File: src/rtl/fetch_pkg.sv
// Shared types for the fetch-stage controller: FSM states, redirect kinds
// and the pending-redirect record held while instruction memory is busy.
package fetch_pkg;

    localparam int XLEN_DEF = 32;

    typedef enum logic [1:0] {
        BOOT  = 2'd0,
        FETCH = 2'd1,
        PEND  = 2'd2
    } fetch_state_t;

    typedef enum logic [1:0] {
        NONE = 2'd0,
        BR   = 2'd1,
        JMP  = 2'd2
    } redir_kind_t;

    typedef struct packed {
        redir_kind_t           kind;
        logic [XLEN_DEF-1:0]   operand;
    } pend_redir_t;

    function automatic pend_redir_t pend_clear();
        pend_redir_t p;
        p.kind    = NONE;
        p.operand = '0;
        return p;
    endfunction

    function automatic pend_redir_t pend_make(input redir_kind_t kind,
                                              input logic [XLEN_DEF-1:0] operand);
        pend_redir_t p;
        p.kind    = kind;
        p.operand = operand;
        return p;
    endfunction

endpackage

File: src/rtl/fetch_perf_cnt.sv
// Stall/redirect performance counters for fetch_ctrl; built only when
// FETCH_CTRL_PERF_EN is defined. Counters wrap modulo 2^CNT_W.
`ifdef FETCH_CTRL_PERF_EN
module fetch_perf_cnt #(
    parameter int CNT_W = 32
) (
    input  logic             clk,
    input  logic             rst,
    input  logic             inc_mwait,
    input  logic             inc_stall,
    input  logic             inc_redir,
    output logic [CNT_W-1:0] cnt_mwait,
    output logic [CNT_W-1:0] cnt_stall,
    output logic [CNT_W-1:0] cnt_redir
);

    always_ff @(posedge clk or negedge rst) begin
        if (!rst) begin
            cnt_mwait <= '0;
            cnt_stall <= '0;
            cnt_redir <= '0;
        end else begin
            if (inc_mwait) cnt_mwait <= cnt_mwait + CNT_W'(1);
            if (inc_stall) cnt_stall <= cnt_stall + CNT_W'(1);
            if (inc_redir) cnt_redir <= cnt_redir + CNT_W'(1);
        end
    end

endmodule
`endif

File: src/rtl/fetch_ctrl.sv
// Fetch-stage controller: arbitrates branch/jump redirects, load-use stalls and
// imem wait states into PC-unit controls. Counters need FETCH_CTRL_PERF_EN.
module fetch_ctrl
    import fetch_pkg::*;
#(
    parameter int XLEN  = XLEN_DEF,
    parameter int CNT_W = 32
) (
    input  logic             clk,
    input  logic             rst,
    input  logic             imem_ack,
    output logic             imem_req,
    input  logic             br_taken,
    input  logic [XLEN-1:0]  br_offset,
    input  logic             jmp,
    input  logic [XLEN-1:0]  jmp_target,
    input  logic             ld_use_stall,
    output logic             holdPC,
    output logic             isBranch,
    output logic             PCsrc,
    output logic [XLEN-1:0]  PCoffset,
    output logic [XLEN-1:0]  jVal,
    output logic             stall_if_id,
    output logic             flush_if_id,
    output logic             flush_id_ex,
    output logic [CNT_W-1:0] cnt_mwait,
    output logic [CNT_W-1:0] cnt_stall,
    output logic [CNT_W-1:0] cnt_redir
);

    fetch_state_t state;
    pend_redir_t  pend;

    always_ff @(posedge clk or negedge rst) begin
        if (!rst) begin
            state <= BOOT;
            pend  <= pend_clear();
        end else begin
            case (state)
                BOOT: begin
                    state <= FETCH;
                end
                FETCH: begin
                    if (!imem_ack && br_taken) begin
                        state <= PEND;
                        pend  <= pend_make(BR, XLEN_DEF'(br_offset));
                    end else if (!imem_ack && jmp) begin
                        state <= PEND;
                        pend  <= pend_make(JMP, XLEN_DEF'(jmp_target));
                    end
                end
                PEND: begin
                    if (imem_ack) begin
                        state <= FETCH;
                        pend  <= pend_clear();
                    end else if (br_taken) begin
                        // The branch is older than anything pending, so it always wins.
                        pend <= pend_make(BR, XLEN_DEF'(br_offset));
                    end
                end
                default: begin
                    state <= BOOT;
                    pend  <= pend_clear();
                end
            endcase
        end
    end

    always_comb begin
        imem_req    = 1'b0;
        holdPC      = 1'b1;
        isBranch    = 1'b0;
        PCsrc       = 1'b0;
        PCoffset    = '0;
        jVal        = '0;
        stall_if_id = 1'b0;
        flush_if_id = 1'b0;
        flush_id_ex = 1'b0;
        case (state)
            FETCH: begin
                imem_req = 1'b1;
                if (br_taken) begin
                    flush_if_id = 1'b1;
                    flush_id_ex = 1'b1;
                    if (imem_ack) begin
                        holdPC   = 1'b0;
                        isBranch = 1'b1;
                        PCoffset = br_offset;
                    end
                end else if (jmp) begin
                    flush_if_id = 1'b1;
                    if (imem_ack) begin
                        holdPC = 1'b0;
                        PCsrc  = 1'b1;
                        jVal   = jmp_target;
                    end
                end else if (ld_use_stall) begin
                    stall_if_id = 1'b1;
                    flush_id_ex = 1'b1;
                end else if (imem_ack) begin
                    holdPC = 1'b0;
                end else begin
                    stall_if_id = 1'b1;
                end
            end
            PEND: begin
                imem_req    = 1'b1;
                flush_if_id = 1'b1;
                flush_id_ex = br_taken;
                // The word arriving with the ack belongs to the wrong path; it is flushed.
                if (imem_ack) begin
                    if (br_taken) begin
                        holdPC   = 1'b0;
                        isBranch = 1'b1;
                        PCoffset = br_offset;
                    end else if (pend.kind == BR) begin
                        holdPC   = 1'b0;
                        isBranch = 1'b1;
                        PCoffset = XLEN'(pend.operand);
                    end else if (pend.kind == JMP) begin
                        holdPC = 1'b0;
                        PCsrc  = 1'b1;
                        jVal   = XLEN'(pend.operand);
                    end
                end
            end
            default: begin
                imem_req = 1'b0;
                holdPC   = 1'b1;
            end
        endcase
    end

`ifdef FETCH_CTRL_PERF_EN
    logic inc_mwait;
    logic inc_stall;
    logic inc_redir;

    assign inc_mwait = imem_req && !imem_ack;
    assign inc_stall = (state == FETCH) && ld_use_stall && !br_taken && !jmp;
    assign inc_redir = !holdPC && (isBranch || PCsrc);

    fetch_perf_cnt #(
        .CNT_W (CNT_W)
    ) u_perf (
        .clk       (clk),
        .rst       (rst),
        .inc_mwait (inc_mwait),
        .inc_stall (inc_stall),
        .inc_redir (inc_redir),
        .cnt_mwait (cnt_mwait),
        .cnt_stall (cnt_stall),
        .cnt_redir (cnt_redir)
    );
`else
    assign cnt_mwait = '0;
    assign cnt_stall = '0;
    assign cnt_redir = '0;
`endif

endmodule

File: config.mk
export PLATFORM = sky130hd
export DESIGN_NAME = fetch_ctrl
export DESIGN_NICKNAME = d
export VERILOG_FILES = /design/src/rtl/fetch_pkg.sv /design/src/rtl/fetch_perf_cnt.sv /design/src/rtl/fetch_ctrl.sv
export SDC_FILE = /design/constraint.sdc
export NUM_CORES = 1
export LEC_CHECK = 0
export CORE_ASPECT_RATIO = 0.8
export CORE_MARGIN = 2
export CORE_UTILIZATION = 38
export DETAILED_ROUTE_END_ITERATION = 16
export GPL_TIMING_DRIVEN = 0
export PLACE_DENSITY = 0.93
export SLEW_MARGIN = 15
export SYNTH_ARGS = -nofsm -noshare
export SYNTH_HDL_FRONTEND = slang
export SYNTH_SLANG_ARGS = --single-unit
File: constraint.sdc
create_clock -name clk -period 2.45 [get_ports clk]
set_input_delay 0.49 -clock clk [delete_from_list [all_inputs] [get_ports clk]]
set_output_delay 0.49 -clock clk [all_outputs]
set_load 0.02 [all_outputs]
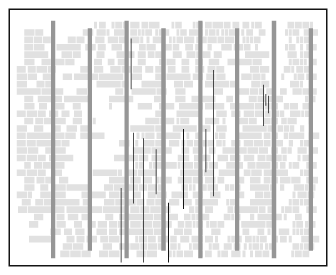
*The metal 4 layer*
Supply wires on this layer in grey.
longest straight run: 46.2 um
wire length on this layer: 271 um

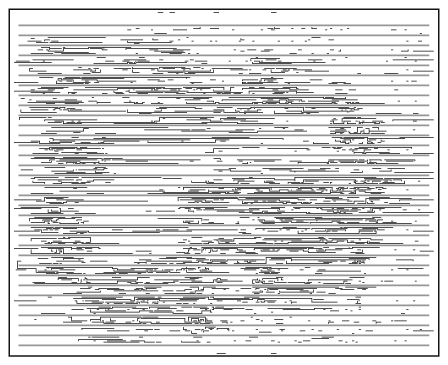
*M1 wires*
Supply wires on this layer in grey.
main direction: horizontal
wire length on this layer: 5840 um
nets with wire on the layer: 620

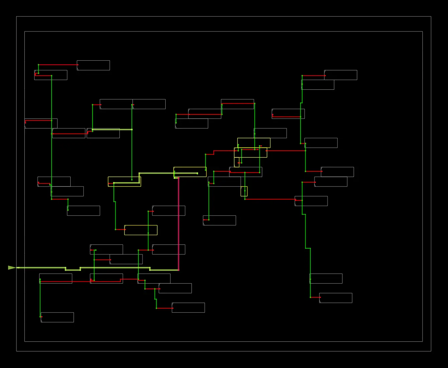
*The clock network*
Num Clock Sinks: 36
Flop Count: 36
total CTS buffers: 5
clk pwr: 0.000609 W
skew final: 0.00236 ns

==> results.txt <==
yosys + openroad results -> status=finished with violations, failing checks=negative setup slack, post-placement cell count=771, pin count of the biggest net entering global routing=20, Hold Fails Final Rpt=0, vias per inst=5.01, most frequent cell after synthesis=buf_4, clock-pin slew on the worst setup and hold paths=0.06 ns, reported max-cap violation count=0, top cells, area=dfrtp_1 (23%), buf_4 (19%), a22o_1 (12%), a32o_1 (8.3%), and3b_1 (7.3%), Crit Path Max Fanout=6, RSZ-0062 raised after global routing=true, EDFF count, synth=0, reg-to-reg critical path startpoint=state[0], internal power=0.00265 W, Netlist cell types=43, sequential share of power=17.9%, clock root cell=clkbuf_16, Die Ht=94.0 um, Final Slew Violations=0, mux frac, synth=9.99%, post-CTS sizing=362, Layout Nets=749, routability cong.=0.835, xor+xnor area frac=0%, Worst EP arrival=2.09 ns, startpoint types=flop, Post-DP Area=5800 um^2, share of cells above drive strength 1=40.7%, first-pass GRT wire length=21000 um, crit path from=state[1], # Cells Yosys=399, Routed Antenna Nets=0, final number of setup-violating endpoints=42, post-place setup slack=-1.24 ns, worst r2r dst=pend[26], Pwr Density=720 nW/um^2, metal2 WL=7160 um, I/O Buffers=140, top comb family, area=AND-OR/OR-AND gates, hpwl dp=10000 um, number of fill cells=801, critical-path cell list=buf_4, ha_4, and4b_1, buf_6, and3_4, buf_8, buf_4, a22o_4, buf_6, final worst slack=-0.128 ns, Top Family by Delay on Critical Path=buffers and inverters, Peak VDD IR=426 uV, synth warn=0, gr usage total=24.4%, TritonCTS clock tree=done, Clock Power Share=13.0%, M1 wire length=5840 um, Congestion Overflow GR=0, Fin Setup TNS=-2.86 ns, Slew @ Worst Pin=0.543 ns, Latency at later pin=0.27 ns, Top-area cell share=23.4%, # rows=32, leakage=3.30 nW
[cells by family (layout without fill, tap and decap cells)]
kind of cell,count (synthesis),after routing
compound gates,113,113
buf+inv,140,319
mux,34,34
fa+ha+maj,6,6
flops,36,36
simple gates,69,69
other cells,1,96
[layout by cell type (no fill, tap or decap), drive strengths merged, types with 2 or more instances in the layout]
cell type	netlist	layout
clkbuf	17	31
a32oi	6	6
nand3b	2	2
nand2	3	3
conb	1	96
a22oi	7	7
dfrtp	36	36
nor3b	2	2
mux2i	2	2
buf	117	206
o21ai	2	2
dlygate4sd2	0	4
nor2b	14	14
nand2b	2	2
a32o	32	32
and4b	3	3
a22o	52	52
ha	6	6
mux2	32	32
clkdlybuf4s50	0	66
nor3	2	2
o21a	2	2
inv	6	6
clkdlybuf4s15	0	3
and3b	32	32
a21oi	3	3
nor2	6	6
[cell type report]
cell class	count	area [um^2]	area share [%]
Buffer	130	982	15.2
Clock buffer	6	129	1.99
Clock inverter	1	5.00	0.0772
Inverter	6	22.5	0.348
Multi-Input combinational cell	318	2470	38.1
Sequential cell	36	901	13.9
Tap cell	136	170	2.63
Timing Repair Buffer	176	1800	27.8
[metal layers]
layer  vias to the layer above  track usage (%)
met3                        26             4.32
met5                         -                0
li1                       1857                -
met4                         0             6.45
met1                      1957             30.9
met2                       211             42.8
[power by group through the flow]
stage                     registers, W  logic (W)  clock network, W
final                         0.000835    0.00322          0.000609
after global routing          0.000848    0.00342          0.000661
after CTS                     0.000829    0.00298          0.000624
after detailed placement      0.000835    0.00273                 0
after global placement        0.000824    0.00267                 0
after floorplan               0.000807    0.00188                 0
[flip-flops by register name, indices dropped and copies added, names as in the netlist]
signal	cells
pend	34
state	2
Power figures rest on the tool's default switching activity, not on a simulated workload.
